===== config.mk =====
export PLATFORM = sky130hd
export DESIGN_NAME = blackjack_game_fsm
export DESIGN_NICKNAME = d
export VERILOG_FILES = /design/src/rtl/blackjack_pkg.sv /design/src/rtl/blackjack_game_fsm_card_source.sv /design/src/rtl/blackjack_game_fsm.sv
export SDC_FILE = /design/constraint.sdc
export NUM_CORES = 1
export LEC_CHECK = 0
export ABC_AREA = 1
export CAP_MARGIN = 5
export CORE_AREA = 2 2 103 55
export CTS_CLUSTER_DIAMETER = 120
export CTS_CLUSTER_SIZE = 30
export DETAILED_ROUTE_END_ITERATION = 10
export DIE_AREA = 0 0 105 57
export PLACE_DENSITY = 0.75
export REMOVE_ABC_BUFFERS = 1
export SETUP_SLACK_MARGIN = 0.3
export SLEW_MARGIN = 0
export SYNTH_ARGS = -nofsm -noshare
export SYNTH_HDL_FRONTEND = slang
export SYNTH_SLANG_ARGS = --single-unit
export TNS_END_PERCENT = 10

===== constraint.sdc =====
create_clock -name clk -period 6.2 [get_ports clk]
set_input_delay 0.93 -clock clk [delete_from_list [all_inputs] [get_ports clk]]
set_output_delay 0.93 -clock clk [all_outputs]
set_load 0.01 [all_outputs]

===== src/rtl/blackjack_pkg.sv =====
// Shared types and constants for the blackjack game-control slice.
package blackjack_pkg;

    typedef enum logic [3:0] {
        S_IDLE,
        S_DEAL,
        S_PLAYER,
        S_HIT,
        S_CHECK,
        S_SHOW,
        S_DEALER,
        S_RESOLVE,
        S_SHOW_END
    } state_t;

    typedef logic [4:0] hand_t;

    localparam hand_t      BUST_LIMIT = 5'd21;
    localparam logic [3:0] CARD_MAX   = 4'd10;

    // Rank 0..12 maps to 1..10: ace is 1, the four top ranks are face cards worth 10.
    function automatic logic [3:0] lfsr_to_card(input logic [7:0] lfsr);
        logic [7:0] rank;
        rank = lfsr % 8'd13;
        if (rank >= 8'd9) return CARD_MAX;
        return rank[3:0] + 4'd1;
    endfunction

endpackage


===== src/rtl/blackjack_game_fsm_card_source.sv =====
// Free-running LFSR card source with a test override for deterministic draws.
module card_source
    import blackjack_pkg::*;
#(
    parameter logic [7:0] SEED = 8'hA5
) (
    input  logic       clk,
    input  logic       rst,
    input  logic [3:0] card_force,
    output logic [3:0] card
);

    logic [7:0] lfsr_q;
    logic [7:0] lfsr_d;

    // Fibonacci taps 8,6,5,4 (bit numbers 7,5,4,3).
    assign lfsr_d = {lfsr_q[6:0], lfsr_q[7] ^ lfsr_q[5] ^ lfsr_q[4] ^ lfsr_q[3]};

    always_ff @(posedge clk or negedge rst) begin
        if (!rst) lfsr_q <= SEED;
        else      lfsr_q <= lfsr_d;
    end

    always_comb begin
        card = lfsr_to_card(lfsr_q);
        if (card_force != 4'd0) begin
            card = (card_force > CARD_MAX) ? CARD_MAX : card_force;
        end
    end

endmodule


===== src/rtl/blackjack_game_fsm.sv =====
// Blackjack round control: deals cards, tracks totals, and requests LCD updates.
module blackjack_game_fsm
    import blackjack_pkg::*;
#(
    parameter logic [7:0] SEED         = 8'hA5,
    parameter int         DEALER_STAND = 17
) (
    input  logic       clk,
    input  logic       rst,
    input  logic       deal,
    input  logic       hit,
    input  logic       stand,
    input  logic [3:0] card_force,
    input  logic       end_lcd,
    output logic [4:0] hand,
    output logic [4:0] dealer_hand,
    output logic       defeat,
    output logic       victory,
    output logic       begin_s,
    output logic       busy
);

    localparam hand_t STAND_AT = hand_t'(DEALER_STAND);

    state_t     state_q, state_d;
    logic [1:0] deal_cnt_q, deal_cnt_d;
    hand_t      hand_q, hand_d;
    hand_t      dealer_q, dealer_d;
    logic       defeat_q, defeat_d;
    logic       victory_q, victory_d;
    logic       begin_q, begin_d;
    logic       busy_q, busy_d;
    logic       sync1_q, end_sync_q;
    logic [3:0] card;

    card_source #(.SEED(SEED)) u_card_source (
        .clk        (clk),
        .rst        (rst),
        .card_force (card_force),
        .card       (card)
    );

    always_ff @(posedge clk or negedge rst) begin
        if (!rst) begin
            state_q    <= S_IDLE;
            deal_cnt_q <= 2'd0;
            hand_q     <= '0;
            dealer_q   <= '0;
            defeat_q   <= 1'b0;
            victory_q  <= 1'b0;
            begin_q    <= 1'b0;
            busy_q     <= 1'b0;
            sync1_q    <= 1'b0;
            end_sync_q <= 1'b0;
        end else begin
            state_q    <= state_d;
            deal_cnt_q <= deal_cnt_d;
            hand_q     <= hand_d;
            dealer_q   <= dealer_d;
            defeat_q   <= defeat_d;
            victory_q  <= victory_d;
            begin_q    <= begin_d;
            busy_q     <= busy_d;
            sync1_q    <= end_lcd;
            end_sync_q <= sync1_q;
        end
    end

    // LCD req/ack: begin_s rises only once end_sync is low, stays high until
    // end_sync is seen high, then falls and the display phase is complete.
    always_comb begin
        state_d    = state_q;
        deal_cnt_d = deal_cnt_q;
        hand_d     = hand_q;
        dealer_d   = dealer_q;
        defeat_d   = defeat_q;
        victory_d  = victory_q;
        begin_d    = begin_q;

        case (state_q)
            S_IDLE: begin
                if (deal) begin
                    hand_d     = '0;
                    dealer_d   = '0;
                    defeat_d   = 1'b0;
                    victory_d  = 1'b0;
                    deal_cnt_d = 2'd0;
                    state_d    = S_DEAL;
                end
            end
            S_DEAL: begin
                deal_cnt_d = deal_cnt_q + 2'd1;
                if (deal_cnt_q == 2'd1) dealer_d = dealer_q + hand_t'(card);
                else                    hand_d   = hand_q + hand_t'(card);
                if (deal_cnt_q == 2'd2) state_d = S_CHECK;
            end
            S_PLAYER: begin
                if (stand)    state_d = S_DEALER;
                else if (hit) state_d = S_HIT;
            end
            S_HIT: begin
                hand_d  = hand_q + hand_t'(card);
                state_d = S_CHECK;
            end
            S_CHECK: begin
                if (hand_q > BUST_LIMIT) begin
                    defeat_d = 1'b1;
                    state_d  = S_SHOW_END;
                end else if (hand_q == BUST_LIMIT) begin
                    victory_d = 1'b1;
                    state_d   = S_SHOW_END;
                end else begin
                    state_d = S_SHOW;
                end
            end
            S_SHOW, S_SHOW_END: begin
                if (!begin_q) begin
                    if (!end_sync_q) begin_d = 1'b1;
                end else if (end_sync_q) begin
                    begin_d = 1'b0;
                    state_d = (state_q == S_SHOW) ? S_PLAYER : S_IDLE;
                end
            end
            S_DEALER: begin
                if (dealer_q < STAND_AT) dealer_d = dealer_q + hand_t'(card);
                else                     state_d  = S_RESOLVE;
            end
            S_RESOLVE: begin
                if (dealer_q > BUST_LIMIT || hand_q > dealer_q) victory_d = 1'b1;
                else if (hand_q < dealer_q)                      defeat_d  = 1'b1;
                state_d = S_SHOW_END;
            end
            default: state_d = S_IDLE;
        endcase

        busy_d = !(state_d == S_IDLE || state_d == S_PLAYER);
    end

    assign hand        = hand_q;
    assign dealer_hand = dealer_q;
    assign defeat      = defeat_q;
    assign victory     = victory_q;
    assign begin_s     = begin_q;
    assign busy        = busy_q;

endmodule


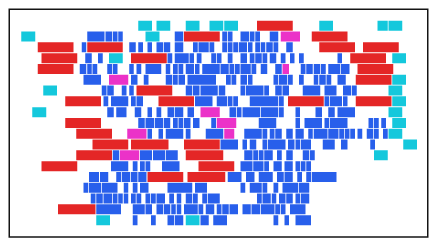
*Cell classes on the final placement, run 1*
| color | class | cells |
|---|---|---|
| cyan | remaining buffers and delay cells | 24 |
| blue | combinational and other logic | 296 |
| red | sequential cells | 30 |
| magenta | clock drivers and dummy loads | 8 |
fin area: 2890 um2
share of cell area taken by flip-flops and latches: 26.2%
Floorplan Core Area: 5180 um2
final core occ: 55.7%

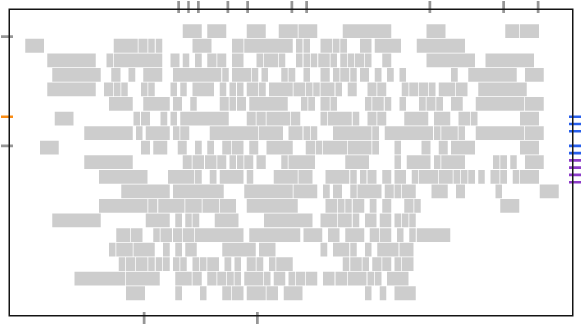
*Ports around the boundary, run 1*
Pins as bars across the die edge, other pins in gray.
| color | port | pins | direction | edge |
|---|---|---|---|---|
| blue | hand | 5 | output | east |
| orange | defeat | 1 | output | west |
| purple | card_force | 4 | input | east |
all pins by edge: 10 north, 9 east, 3 west, 2 south

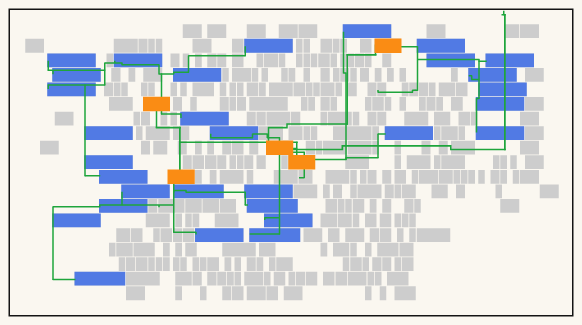
*Routed clock nets over the placement, run 1*
[green] clock wires | length: 478 um
[orange] clock drivers | count: 5
[blue] flip-flops | count: 30
routed clock nets: 6

==> run notes, run 1 <==
Latest figures from synthesis and place and route.

The flow ran to the end, and the final reports show no timing, DRC or antenna violations. The Yosys step of the flow raised 0 warnings. The number of distinct library cell variants in the gate-level netlist after synthesis is 36. The tally of buffers added on design ports is 23.

The launching element of the worst setup path is u_card_source.lfsr_q[5]$_DFF_PN1_. At the later pin of the worst-skew pair, clock insertion delay measures 0.29 ns. 24 I/O pins were placed. Per the detail_route report, vias per standard cell equal 5.15. Endpoints with negative setup slack in the final report add up to 0. Summed over all cells, the static leakage comes to 1.48 nW.

The post-synthesis register bit count is 30. Summed over all nets, the half-perimeter wirelength after detailed placement is 4520 um. The fraction of the yosys area taken by sequential cells is 30.7%. Per the detail_route report, routed wire per instance is 13.2 um. After synthesis the cells add up to 2460 um2. In this run the maximum-capacitance check reported violations numbering 0. The number of buffers created by CTS is 5. The remaining routing DRC violations is 0.

The maximum net fanout on the critical path is 6. Counting endpoints that fail hold in the final report gives 0. The final-stage net count is 389. The count of library flops with an enable pin is 0. The category of the critical setup timing path is reg2reg.

The clock arrives with 0.0115 ns of skew. For this run the aggregate overflow at the end of global routing stands at 0. The worst reg-to-reg setup slack is 1.84 ns. The worst setup path is launched from a flop.

The die is 57 um tall. The startpoint identified for the worst register-to-register timing path is u_card_source.lfsr_q[5]$_DFF_PN1_. At the floorplan stage, the core utilization is reported as 47.6%. Row generation in the floorplan step produced 19 rows.

In this run the VDD rail shows a maximum IR drop of 0.000238 V. The synth_stat.txt file lists the number of cells as 326. The final critical delay including setup and external delays is 4.36 ns. The largest net degree at the start of global routing is 31.
## run 1: flip-flops by register name (all words and copies together) (netlist names)
signal,cells
u_card_source.lfsr_q,8
dealer_hand,5
hand,5
state_q,4
deal_cnt_q,2
begin_s,1
busy,1
defeat,1
end_sync_q,1
sync1_q,1
victory,1
## run 1: cell type report
type | instances | area, um2
clock buffers | 6 | 82.6
clock inverters | 2 | 12.5
fillers | 490 | 2290
inverters | 61 | 229
multi-input cells | 235 | 1480
flip-flops and latches | 30 | 756
well taps | 73 | 91.3
repair buffers | 24 | 238
## run 1: metrics by stage
stage	utilization [%]	setup slack, ns	power, mW	instance area (um2)	hold WS [ns]
after global placement	53.9	1.98	0.798	2790	0.333
after global routing	55.7	1.45	1.07	2890	0.378
final	55.7	1.84	0.993	2890	0.367
after CTS	55.7	1.87	0.988	2890	0.370
after floorplan	-	2.31	0.626	2460	0.331
after detailed placement	53.9	1.89	0.814	2790	0.354
## run 1: cell families (layout without fill, tap and decap cells)
logic type      Yosys count  count (layout)  synth area share (%)
fa+ha+maj                22              22                  11.8
xor+xnor                  9               9                  3.20
flops                    30              30                  30.7
buf+inv                  61              93                  9.29
compound gates           48              48                  11.6
simple gates            156             156                  33.5
## run 1: routing by layer
metal  GRT usage (%)  wire length [um]  up-vias
met5               0                 0        -
met4            4.76                60        0
met3            5.37               514       11
met2            26.0              2060       89
met1            32.4              3050      993
li1                -                 -     1128
## run 1: cell usage in the layout, fill, tap and decap left out, drive strengths merged, types with 2 or more instances in the layout
master         synthesis  routed
xnor2                  4       4
clkbuf                 0       6
clkinv                 2       3
clkdlybuf4s50          0      23
nand2                 72      72
a21oi                 16      16
nand3                 34      34
o211ai                 4       4
nor3                   4       4
dfstp                  4       4
nand4                  9       9
dfrtp                 26      26
ha                    20      20
o22ai                  4       4
o21ai                 18      18
nand3b                 2       2
nor2                  33      33
inv                   59      59
fa                     2       2
xor2                   5       5
a31oi                  2       2
## run 1: worst max-delay path, delay by kind of cell (launching register included)
kind / cells / cell delay (ns)
AND-OR/OR-AND: 3 / 0.30
AND/OR/NAND/NOR: 24 / 2.25
XOR/XNOR: 1 / 0.15
flip-flops: 1 / 0.60
adder cells (fa/ha/maj): 3 / 0.80
buffers and inverters: 2 / 0.10
## run 1: cells in the mapped netlist, types with 6 or more instances
library cell,instances,area (um2)
a21oi_1,15,75.1
dfrtp_1,26,651
ha_1,20,250
inv_1,52,195
inv_2,7,26.3
nand2_1,53,199
nand2_2,16,100
nand3_1,25,125
nand3_2,6,60.1
nand4_1,8,50.1
nor2_1,29,109
o21ai_0,15,75.1
## run 1: report_power, final
| part | switching [mW] | internal [mW] |
|---|---|---|
| logic | 0.306 | 0.211 |
| registers | 0.0577 | 0.249 |
| clock network | 0.0806 | 0.0891 |
### Metal layers overlaid, run 1

Two of the layers only.
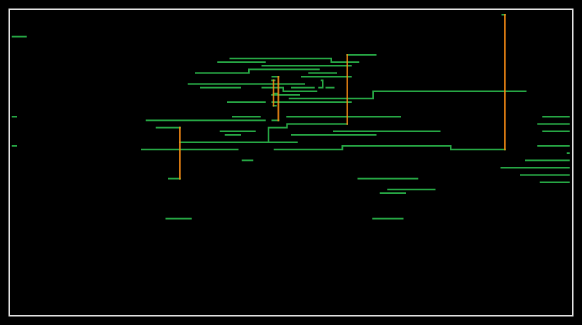

## Run 2: what changed since run 1
--- a/config.mk
+++ b/config.mk
@@ -12,7 +12,7 @@
 export CTS_CLUSTER_SIZE = 30
 export DETAILED_ROUTE_END_ITERATION = 10
 export DIE_AREA = 0 0 105 57
-export PLACE_DENSITY = 0.75
+export PLACE_DENSITY = 0.78
 export REMOVE_ABC_BUFFERS = 1
 export SETUP_SLACK_MARGIN = 0.3
 export SLEW_MARGIN = 0
==> constraint.sdc (replaced) <==
create_clock -name clk -period 3.54 [get_ports clk]
set_input_delay 0.531 -clock clk [delete_from_list [all_inputs] [get_ports clk]]
set_output_delay 0.531 -clock clk [all_outputs]
set_load 0.01 [all_outputs]
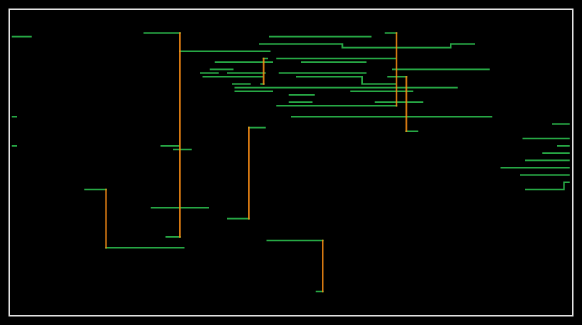
*Metal layers overlaid, run 2*
Two of the layers only.
| color | layer | wire length |
|---|---|---|
| orange | metal 4 | 104 um |
| green | metal 3 | 475 um |
drt wl/cell: 13.5 um
total routing resource utilization after global routing: 22.4%

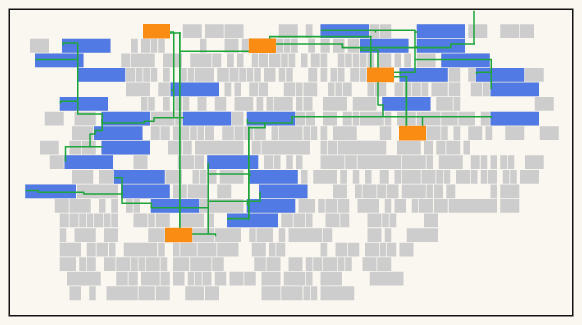
*Routed clock nets over the placement, run 2*
[green] clock wires | length: 478 um
[orange] clock drivers | count: 5
[blue] flip-flops | count: 30
routed clock nets: 6
power of the clock network: 0.303 mW
Worst Skew: 0.0119 ns
Latency at later pin: 0.30 ns
Clk network pwr share: 16.7%

==> run notes, run 2 <==
Latest figures from synthesis and place and route.

Status: finished with violations (was completed). The final reports fail on negative setup slack. The number of warnings the tools reported is 32 (was 30).

The startpoint of the worst hold path was sync1_q$_DFF_PN0_ (unchanged). The transition time of the tightest slew-check pin is 0.695 ns (was 0.621 ns). The remaining routing DRC violations is 0 (unchanged).

The category of the critical setup timing path was reg2reg (unchanged). The synthesis area per yosys is 2460 um2 (unchanged). The type of element launching the critical path is a flop (unchanged). The area after detailed placement was 2990 um2 (was 2790 um2).

The fraction of the yosys area taken by sequential cells is 30.7% (unchanged). The tally of buffers added on design ports is 23 (unchanged). The placeable core region was 5180 um2 (unchanged). The tally of yosys warning messages is 0 (unchanged). The adder-cell share of the synthesized area is 11.8% (unchanged). The area of all placed cells without fillers is 3330 um2 (was 2890 um2). The register containing the most flip-flops in the final layout was u_card_source.lfsr_q (unchanged). The cell total in the yosys stat output is 326 (unchanged). The number of setup violations in the final report is 10 (was 0). The proportion of synthesized flip-flops having asynchronous set or reset is 100% (unchanged). The worst reg-to-reg setup slack was -0.71 ns (was 1.84 ns). The final critical delay including setup and external delays was 4.25 ns (was 4.36 ns). The internal power component came to 1.00 mW (was 0.549 mW).

The count of hold buffers inserted by post-cts repair is 0 (unchanged). The post-synthesis simple-gate area fraction is 33.5% (unchanged). The fraction of post-synthesis cell area in the top cell type by area was 26.4% (unchanged). The relative contribution of combinational cells to total power came to 53.2% (was 52.0%).

The number of distinct library cell variants in the gate-level netlist after synthesis is 36 (unchanged). The worst reg2reg path depth came to 32 (was 33). The share of the synthesized netlist area taken by xor and xnor gates is 3.20% (unchanged). The critical register-to-register path endpoint is hand[4]$_DFFE_PN0P_ (unchanged). The total leakage power came to 1.66 nW (was 1.48 nW).

The TritonCTS clock tree is done (unchanged). The number of buffers created by CTS was 5 (unchanged). The number of cell rows was 19 (unchanged). The final-stage net count is 424 (was 389). The post-synth design cell area is 2460 um2 (unchanged). The fraction of synthesized area in multiplexers is 0% (unchanged). The count of filler cells inserted in the layout is 454 (was 490). The I/O pin count is 24 (unchanged).

The launch instance of the worst register-to-register path is u_card_source.lfsr_q[7]$_DFF_PN1_ (was u_card_source.lfsr_q[5]$_DFF_PN1_). The number of maximum-capacitance violations is 0 (unchanged). The cell type with the highest aggregate area in the netlist was dfrtp_1 (unchanged). The die span in y is 57 um (unchanged).

The launching element of the worst setup path is u_card_source.lfsr_q[7]$_DFF_PN1_ (was u_card_source.lfsr_q[5]$_DFF_PN1_). The post-synthesis register bit count was 30 (unchanged). The total negative setup slack came to -5.26 ns (was 0 ns). The most common logic cell in the routed design is inv_1 (was nand2_1). The cell at the root of the clock tree is clkbuf_8 (unchanged).

The remaining number of nets flagged by the antenna check after routing is 0 (unchanged). Synth top cells by count: 53 x nand2_1, 52 x inv_1, 29 x nor2_1, 26 x dfrtp_1, 25 x nand3_1 (unchanged). The worst supply voltage drop on vdd is 0.000367 V (was 0.000238 V). The count of library flops with an enable pin came to 0 (unchanged). The final critical-path share of the clock period is 120% (was 70.3%). The DRC marker count from the first detailed-route iteration is 153 (was 203). The final worst-path setup slack came to -0.711 ns (was 1.84 ns).

The top logic cell family in the synthesized netlist is simple AND/OR/NAND/NOR gates (unchanged). The area overhead of the layout relative to synthesis is 35.0% (was 17.2%). The number of antenna violations at the first check in global routing is 0 (unchanged). Commonest cells after routing, fill and taps aside: 51 x inv_1, 48 x nand2_1, 33 x buf_4 (was 53 x nand2_1, 52 x inv_1, 29 x nor2_1). The number of clock sinks is 30 (unchanged).

The maximum level of the CTS H-tree is 2 (unchanged). The part of the power in registers was 30.1% (was 30.9%). The total congestion overflow after global routing was 0 (unchanged). The initial standard-cell utilization of the core is 47.6% (unchanged). The via-per-instance ratio is 5.15 (about the same). The number of flip-flops in the largest register is 8 (unchanged). The post-synthesis compound-gate area fraction came to 11.6% (unchanged). The half-perimeter wire length after detailed placement was 4720 um (was 4520 um).

The width of the die is 105 um (unchanged). The total routed wirelength is 6300 um (was 5680 um). The number of max-slew violations in the final report is 0 (unchanged). The most frequently used flop master after synthesis is dfrtp_1 (unchanged). The routability congestion estimate is 0.969 (about the same). The reported net switching power is 0.814 mW (was 0.444 mW). The net switching fraction of the power is 44.9% (was 44.7%). The maximum net fanout on the critical path was 5 (was 6). Among the stages of the critical path, the cell type that occurs most often is nand2_2. The final hold slack is 0.349 ns (was 0.367 ns). The largest net degree at the start of global routing was 31 (unchanged). The hold violation total from the final report came to 0 (unchanged). The dominant cell by count in the synthesized netlist is nand2_1 (unchanged). Unrepaired setup endpoints after global routing: true (was false). The number of antenna repair diodes was 0 (unchanged). Top cells, area: dfrtp_1 26%, ha_1 10%, nand2_1 8.1% (unchanged).
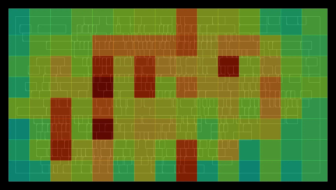
*Routing congestion, run 2*
global routing usage on met1: 33.4%
grt peak-use layer: met1
met3 usage: 6.06%
routing usage on met2: 32.0%
final core occ: 64.2%

run 2: cell types whose count changed in the layout (fill, tap and decap cells not counted), sizes merged:
cell and delta:
buf +35
run 2: how the worst min path moves through the flow:
stage | to | cells past startpoint
5_1_grt | end_sync_q$_DFF_PN0_ | 0
2_1_floorplan | begin_s$_DFFE_PN0P_ | 0
3_5_place_dp | end_sync_q$_DFF_PN0_ | 0
3_3_place_gp | end_sync_q$_DFF_PN0_ | 0
6_report | end_sync_q$_DFF_PN0_ | 0
4_1_cts | end_sync_q$_DFF_PN0_ | 0
run 2: critical path: cells and delay by family (launching register included):
kind | cells | cell delay [ns]
AOI/OAI and AO/OA | 4 | 0.60
DFF | 1 | 0.61
xor gates and xnor gates | 1 | 0.15
buffers and inverters | 3 | 0.25
adders and majority gates | 3 | 0.69
and+or+nand+nor | 21 | 1.78
run 2: cell type report:
cell class	instances	area, um2	share of cell area, %
Multi-Input combinational cell	235	1650	49.4
Sequential cell	30	756	22.7
Timing Repair Buffer	59	512	15.4
Inverter	61	229	6.88
Tap cell	73	91.3	2.74
Clock buffer	6	82.6	2.48
Clock inverter	2	12.5	0.376
run 2: per-layer routing:
metal,GRT usage (%),up-vias,part of all wire (%)
met5,0,-,0
met4,6.29,0,1.7
met3,6.06,15,7.5
met2,32.0,82,40
met1,33.4,1103,50
li1,-,1199,-
run 2: power groups by stage:
stage                     Sequential, mW  Combinational (mW)  Clock (mW)
after floorplan                    0.541               0.555           0
after global placement             0.536               0.875           0
after detailed placement           0.542               0.903           0
after CTS                          0.538               0.922       0.307
after global routing               0.559                1.08       0.320
final                              0.546               0.966       0.303
run 2: per-stage QoR:
stage	total power, mW	worst slack [ns]
after floorplan	1.10	-0.353
after global placement	1.41	-0.597
after detailed placement	1.45	-0.766
after CTS	1.77	-0.605
after global routing	1.96	-1.02
final	1.81	-0.711
run 2: repair_timing:
action	4_1_cts	5_1_grt
gates resized	23	17
hold endpoints to repair	0	0
cloned	0	0
setup buffers	7	2
pin swaps	11	6
setup endpoints to repair	10	10
run 2: cell families after synthesis:
family          after synthesis
buf+inv                      61
fa+ha+maj                    22
simple gates                156
compound gates               48
xor+xnor                      9
flops                        30
## Run 3: what changed since run 2
--- a/config.mk
+++ b/config.mk
@@ -8,6 +8,7 @@
 export ABC_AREA = 1
 export CAP_MARGIN = 5
 export CORE_AREA = 2 2 103 55
+export CTS_BUF_LIST = sky130_fd_sc_hd__clkbuf_8
 export CTS_CLUSTER_DIAMETER = 120
 export CTS_CLUSTER_SIZE = 30
 export DETAILED_ROUTE_END_ITERATION = 10
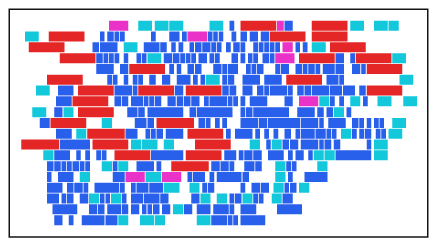
*Cell classes on the final placement, run 3*
| color | class | cells |
|---|---|---|
| red | sequential cells | 30 |
| cyan | remaining buffers and delay cells | 59 |
| blue | combinational and other logic | 296 |
| magenta | clock drivers and dummy loads | 8 |

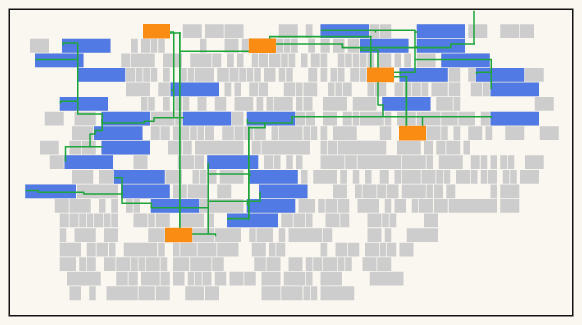
*Routed clock nets over the placement, run 3*
[orange] clock drivers | count: 5
[green] clock wires | length: 478 um
[blue] flip-flops | count: 30
routed clock nets: 6

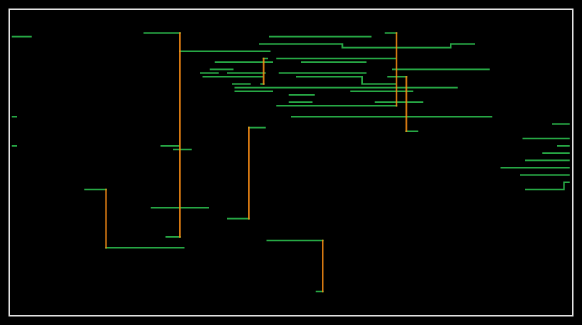
*Metal layers overlaid, run 3*
Two of the layers only.
| color | layer | wire length |
|---|---|---|
| green | metal 3 | 475 um |
| orange | metal 4 | 104 um |
total wirelength of the detailed-routed design: 6300 um
vias after detailed routing: 2399

==> run notes, run 3 <==
Latest figures from synthesis and place and route.

Status: finished with violations (unchanged). Violated checks: negative setup slack (unchanged). The number of max-slew violations in the final report is 0 (unchanged). The hold violation total from the final report came to 0 (unchanged). The final critical-path share of the clock period is 120% (unchanged). The critical path's most frequent cell was nand2_2 (unchanged).

The per-cell routed wire length is 13.5 um (unchanged). The synthesis area per yosys came to 2460 um2 (unchanged). The dominant cell by count in the synthesized netlist is nand2_1 (unchanged). Top cells, area: dfrtp_1 26%, ha_1 10%, nand2_1 8.1% (unchanged). The total congestion overflow after global routing is 0 (unchanged). The number of warnings the tools reported was 32 (unchanged). The proportion of synthesized flip-flops having asynchronous set or reset was 100% (unchanged). The tally of buffers added on design ports was 23 (unchanged).

The transition time of the tightest slew-check pin is 0.695 ns (unchanged). The worst setup skew after layout came to 0.0119 ns (unchanged). The DRC marker count from the first detailed-route iteration is 153 (unchanged). The category of the critical setup timing path is reg2reg (unchanged).

Unrepaired setup endpoints after global routing: true (unchanged). The number of antenna violations at the first check in global routing is 0 (unchanged). The number of flip-flops in the largest register is 8 (unchanged). The number of maximum-capacitance violations came to 0 (unchanged).

The final-stage net count is 424 (unchanged). The most common logic cell in the routed design is inv_1 (unchanged). The number of distinct library cell variants in the gate-level netlist after synthesis is 36 (unchanged). The worst slew margin relative to its limit came to 53.7% (unchanged).

The count of hold buffers inserted by post-cts repair was 0 (unchanged). The area overhead of the layout relative to synthesis was 35.0% (unchanged). The TritonCTS clock tree is done (unchanged). The count of library flops with an enable pin came to 0 (unchanged).

The most frequently used flop master after synthesis is dfrtp_1 (unchanged). The number of antenna repair diodes is 0 (unchanged). The initial standard-cell utilization of the core is 47.6% (unchanged).

The fraction of post-synthesis cell area in the top cell type by area is 26.4% (unchanged). The cell at the root of the clock tree is clkbuf_8 (unchanged). The routability congestion estimate is 0.969 (unchanged). The final cell utilization of the core was 64.2% (unchanged).

The remaining number of nets flagged by the antenna check after routing is 0 (unchanged). The via-per-instance ratio is 5.15 (unchanged). The buffering stage count on the worst path with inverters included came to 3 (unchanged). The clock latency reported for the late side of the worst-skew pair is 0.30 ns (about the same). The type of element launching the critical path is a flop (unchanged). The placeable core region is 5180 um2 (unchanged).

The global-route total usage across every layer is 22.4% (unchanged). The count of filler cells inserted in the layout is 454 (unchanged). The I/O pin count was 24 (unchanged).

The post-synth design cell area came to 2460 um2 (unchanged). The final critical delay including setup and external delays came to 4.25 ns (unchanged). The maximum level of the CTS H-tree was 2 (unchanged).

The worst supply voltage drop on vdd is 0.000367 V (unchanged). The register containing the most flip-flops in the final layout is u_card_source.lfsr_q (unchanged). The fraction of the yosys area taken by sequential cells is 30.7% (unchanged).

The post-synthesis register bit count is 30 (unchanged). The remaining routing DRC violations is 0 (unchanged). The final worst-path setup slack is -0.711 ns (unchanged). The final hold slack came to 0.349 ns (unchanged). Synth top cells by count: 53 x nand2_1, 52 x inv_1, 29 x nor2_1, 26 x dfrtp_1, 25 x nand3_1 (unchanged). The largest net degree at the start of global routing is 31 (unchanged).

The maximum net fanout on the critical path is 5 (unchanged). The post-placement worst setup slack is -0.766 ns (unchanged). The cell type with the highest aggregate area in the netlist is dfrtp_1 (unchanged). The number of cell rows is 19 (unchanged). The half-perimeter wire length after detailed placement came to 4720 um (unchanged). The tally of yosys warning messages came to 0 (unchanged). The number of buffers created by CTS was 5 (unchanged). The number of setup violations in the final report is 10 (unchanged).

The die span in y came to 57 um (unchanged). Commonest cells after routing, fill and taps aside: 51 x inv_1, 48 x nand2_1, 33 x buf_4 (unchanged). The number of clock sinks was 30 (unchanged).

The cell total in the yosys stat output came to 326 (unchanged). The required time at the endpoint of the critical path is 3.69 ns (about the same). The gate family responsible for the most delay along the worst path is simple AND/OR/NAND/NOR gates (unchanged). The total leakage power is 1.66 nW (unchanged). The width of the die was 105 um (unchanged).
run 3: per-stage QoR:
stage               power (mW)  cell area, um2  TNS [ns]
finish                    1.81            3330     -5.26
global route              1.96            3330     -8.03
CTS                       1.77            3230     -4.21
detailed placement        1.45            2990     -5.36
global placement          1.41            2990     -4.12
floorplan                 1.10            2460     -1.74
run 3: kinds of logic after synthesis:
family                     Yosys count  synth area share [%]
and+or+nand+nor                    156                  33.5
xor gates and xnor gates             9                  3.20
buffers and inverters               61                  9.29
adders and majority gates           22                  11.8
AOI/OAI and AO/OA                   48                  11.6
DFF                                 30                  30.7
run 3: routing by layer:
layer | vias to the layer above | share of wire [%] | routed length (um) | global-route usage [%]
met2 | 82 | 40 | 2550 | 32.0
met5 | - | 0 | 0 | 0
met3 | 15 | 7.5 | 474 | 6.06
met4 | 0 | 1.7 | 104 | 6.29
li1 | 1199 | - | - | -
met1 | 1103 | 50 | 3170 | 33.4
run 3: cell type report:
cell class | instances | area [um2] | area share, %
tap | 73 | 91.3 | 2.74
clock buffer | 6 | 82.6 | 2.48
sequential | 30 | 756 | 22.7
timing repair buffer | 59 | 512 | 15.4
inverter | 61 | 229 | 6.88
clock inverter | 2 | 12.5 | 0.376
multi-input combinational | 235 | 1650 | 49.4
run 3: where the power goes:
group / switching, mW / internal [mW]
combinational: 0.558 / 0.408
clock: 0.147 / 0.156
sequential: 0.109 / 0.436
total: 0.814 / 1.00
run 3: path summary, 6_finish.rpt:
path	from	endpoint	slack (ns)	depth (start not counted)
worst max-delay path	u_card_source.lfsr_q[7]$_DFF_PN1_	hand[4]$_DFFE_PN0P_	-0.71	32
worst min-delay path	sync1_q$_DFF_PN0_	end_sync_q$_DFF_PN0_	0.35	0
worst max register to register	u_card_source.lfsr_q[7]$_DFF_PN1_	hand[4]$_DFFE_PN0P_	-0.71	32
worst min register to register	sync1_q$_DFF_PN0_	end_sync_q$_DFF_PN0_	0.35	0
max in group asynchronous	rst	u_card_source.lfsr_q[5]$_DFF_PN1_	2.61	2
min in group asynchronous	rst	hand[1]$_DFFE_PN0P_	0.60	2
run 3: repair_timing:
item                                    4_1_cts  5_1_grt
endpoints found under the setup margin       10       10
buffers inserted                              7        2
gates resized                                23       17
pin swaps                                    11        6
cloned                                        0        0
No activity file was given, so power comes from the tool's default toggle rates.
